`src/rtl/truth_table_sweeper.sv`:
```
// Exhaustive input sweeper: drives every vector into a combinational block, holds it
// for SETTLE cycles, samples the response and scores it against a golden table.
module truth_table_sweeper #(
  parameter int IN_W = 3,
  parameter int OUT_W = 1,
  parameter int SETTLE = 1,
  parameter logic [OUT_W*(2**IN_W)-1:0] EXPECT = '0
) (
  input  logic             clk,
  input  logic             rst,
  input  logic             start,
  input  logic             abort,
  output logic [IN_W-1:0]  stim,
  input  logic [OUT_W-1:0] resp,
  output logic             busy,
  output logic             done,
  output logic             pass,
  output logic [IN_W:0]    err_count,
  output logic [IN_W-1:0]  first_fail,
  output logic             sample_valid,
  output logic [IN_W-1:0]  sample_idx,
  output logic [OUT_W-1:0] sample_resp,
  output logic             sample_ok
);

  typedef enum logic [1:0] {S_IDLE, S_WAIT, S_SAMPLE, S_DONE} state_t;

  // With no settle time every vector goes straight to its sample cycle.
  localparam state_t          VEC_ENTRY   = (SETTLE == 0) ? S_SAMPLE : S_WAIT;
  localparam logic [IN_W-1:0] LAST_IDX    = {IN_W{1'b1}};
  localparam logic [7:0]      SETTLE_LOAD = 8'(SETTLE);
  localparam logic [IN_W:0]   ERR_SAT     = {(IN_W+1){1'b1}};

  state_t           state, state_next;
  logic [7:0]       settle_cnt;
  logic             start_ok, is_last, match;
  logic [OUT_W-1:0] expect_entry;
  logic [IN_W:0]    err_next;

  always_comb begin
    start_ok     = start && (state == S_IDLE || state == S_DONE);
    is_last      = (stim == LAST_IDX);
    expect_entry = EXPECT[int'(stim)*OUT_W +: OUT_W];
    match        = (resp == expect_entry);
    err_next     = err_count;
    if (!match && err_count != ERR_SAT)
      err_next = err_count + 1'b1;
  end

  // Abort outranks start; termination is by index compare so the last vector is always tested.
  always_comb begin
    state_next = state;
    if (abort) begin
      state_next = S_IDLE;
    end else begin
      case (state)
        S_IDLE:   if (start) state_next = VEC_ENTRY;
        S_WAIT:   if (settle_cnt <= 8'd1) state_next = S_SAMPLE;
        S_SAMPLE: state_next = is_last ? S_DONE : VEC_ENTRY;
        S_DONE:   if (start) state_next = VEC_ENTRY;
        default:  state_next = S_IDLE;
      endcase
    end
  end

  always_ff @(posedge clk or posedge rst) begin
    if (rst) state <= S_IDLE;
    else     state <= state_next;
  end

  // Abort keeps err_count/first_fail so the partial result can still be inspected.
  always_ff @(posedge clk or posedge rst) begin
    if (rst) begin
      stim         <= '0;
      busy         <= 1'b0;
      done         <= 1'b0;
      pass         <= 1'b0;
      err_count    <= '0;
      first_fail   <= '0;
      settle_cnt   <= '0;
      sample_valid <= 1'b0;
      sample_idx   <= '0;
      sample_resp  <= '0;
      sample_ok    <= 1'b0;
    end else begin
      sample_valid <= 1'b0;
      if (abort) begin
        busy <= 1'b0;
        done <= 1'b0;
        pass <= 1'b0;
        stim <= '0;
      end else if (start_ok) begin
        stim       <= '0;
        err_count  <= '0;
        first_fail <= '0;
        done       <= 1'b0;
        pass       <= 1'b0;
        busy       <= 1'b1;
        settle_cnt <= SETTLE_LOAD;
      end else if (state == S_WAIT) begin
        settle_cnt <= settle_cnt - 8'd1;
      end else if (state == S_SAMPLE) begin
        sample_valid <= 1'b1;
        sample_idx   <= stim;
        sample_resp  <= resp;
        sample_ok    <= match;
        err_count    <= err_next;
        settle_cnt   <= SETTLE_LOAD;
        if (!match && err_count == '0)
          first_fail <= stim;
        if (is_last) begin
          busy <= 1'b0;
          done <= 1'b1;
          pass <= (err_next == '0);
        end else begin
          stim <= stim + 1'b1;
        end
      end
    end
  end

endmodule

```
`config.mk`:
```
export PLATFORM = sky130hd
export DESIGN_NAME = truth_table_sweeper
export DESIGN_NICKNAME = d
export VERILOG_FILES = /design/src/rtl/truth_table_sweeper.sv
export SDC_FILE = /design/constraint.sdc
export NUM_CORES = 1
export LEC_CHECK = 0
export CORE_ASPECT_RATIO = 0.9
export CORE_UTILIZATION = 45
export CTS_BUF_LIST = sky130_fd_sc_hd__clkbuf_8
export DETAILED_ROUTE_END_ITERATION = 16
export PLACE_DENSITY = 0.73
export SYNTH_ARGS = -nofsm -noshare
export SYNTH_HDL_FRONTEND = slang
export SYNTH_SLANG_ARGS = --single-unit
```
`constraint.sdc`:
```
create_clock -name clk -period 3 [get_ports clk]
set_input_delay 0.6 -clock clk [delete_from_list [all_inputs] [get_ports clk]]
set_output_delay 0.6 -clock clk [all_outputs]
set_load 0.005 [all_outputs]
```
floorplan.png
Scale bar: 20 um. Pins as bars on the die edge. Tap cells in grey.
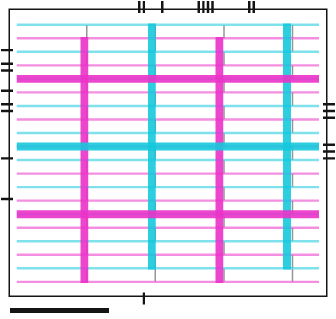
net	colour
VSS	magenta
VDD	cyan
signal pins	24
met5 straps	3
Die Span Y: 57.4 um
peak supply drop: 0.391 mV
core area: 3140 um^2
Die W: 63.5 um

==> flow_summary.yaml <==
# synthesis and place-and-route metrics
status:
  status: "complete, no violations"
final_timing:
  setup_viol: 0
  drv_slew: 0
  min_period_ps: 2260
placement:
  place_worst_setup_slack_ps: 498
power_and_ir_drop:
  p_sw_w: 0.000511
  power-top-group: "combinational cells"
  p_comb_share_pct: 39.7
  sw_frac_of_total_pct: 36.3
  p_comb_w: 0.000560
global_route:
  antenna_found_initial: 0
  grt_pass1_vias: 1215
  grt_first_pass_wirelength_mm: 5.74
  gr-usage-all-layers_pct: 21.2
layout:
  inverters: 10
  n_sequential_cell: 29
  nNonClkBuffers: 25
  fin_nets: 206
  top_register: "settle_cnt"
  buf_share_pct: 12.9
  comb_cells: 121
  area_growth_pct: 23.7
  comb_share_pct: 39.8
routing:
  route.detailed.drc: 0
  vias: 1260
  drt_wl_total_mm: 3.33
  dr.pass1.iters: 4
  routed.top_layer: "met4"
clocking:
  cts.sinks: 29
  cts_tree: "built"
  clk_pin_slew_ps: 60
  root_buffer: "clkbuf_8"
  cts_max_level: 2
  cts_resized: 0
synthesis:
  ys_cells: 164
  syn_area_um2: 1530
setup_path:
  path_cells: "clkdlybuf4s50_1, a21oi_1, nor3_1, o21ai_0, a32o_1"
  cpPeakStageDelay_ps: 650
  timing.rr.end: "err_count[1]"
  worst-path-max-fanout: 9
  startpoint: "start"
job:
  tool_warnings: 30
hold_path:
  min_path_cells: 2
floorplanning:
  fp_util_pct: 48.8
class_map.png
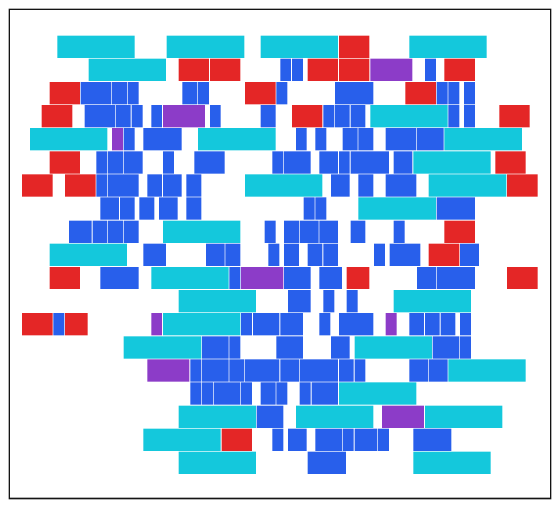
class	colour	cells	share of their area
clock drivers and dummy loads	purple	8	4.3%
remaining buffers and delay cells	red	25	13%
remaining logic cells	blue	131	43%
registers	cyan	29	39%

Power figures rest on the tool's default switching activity, not on a simulated workload.
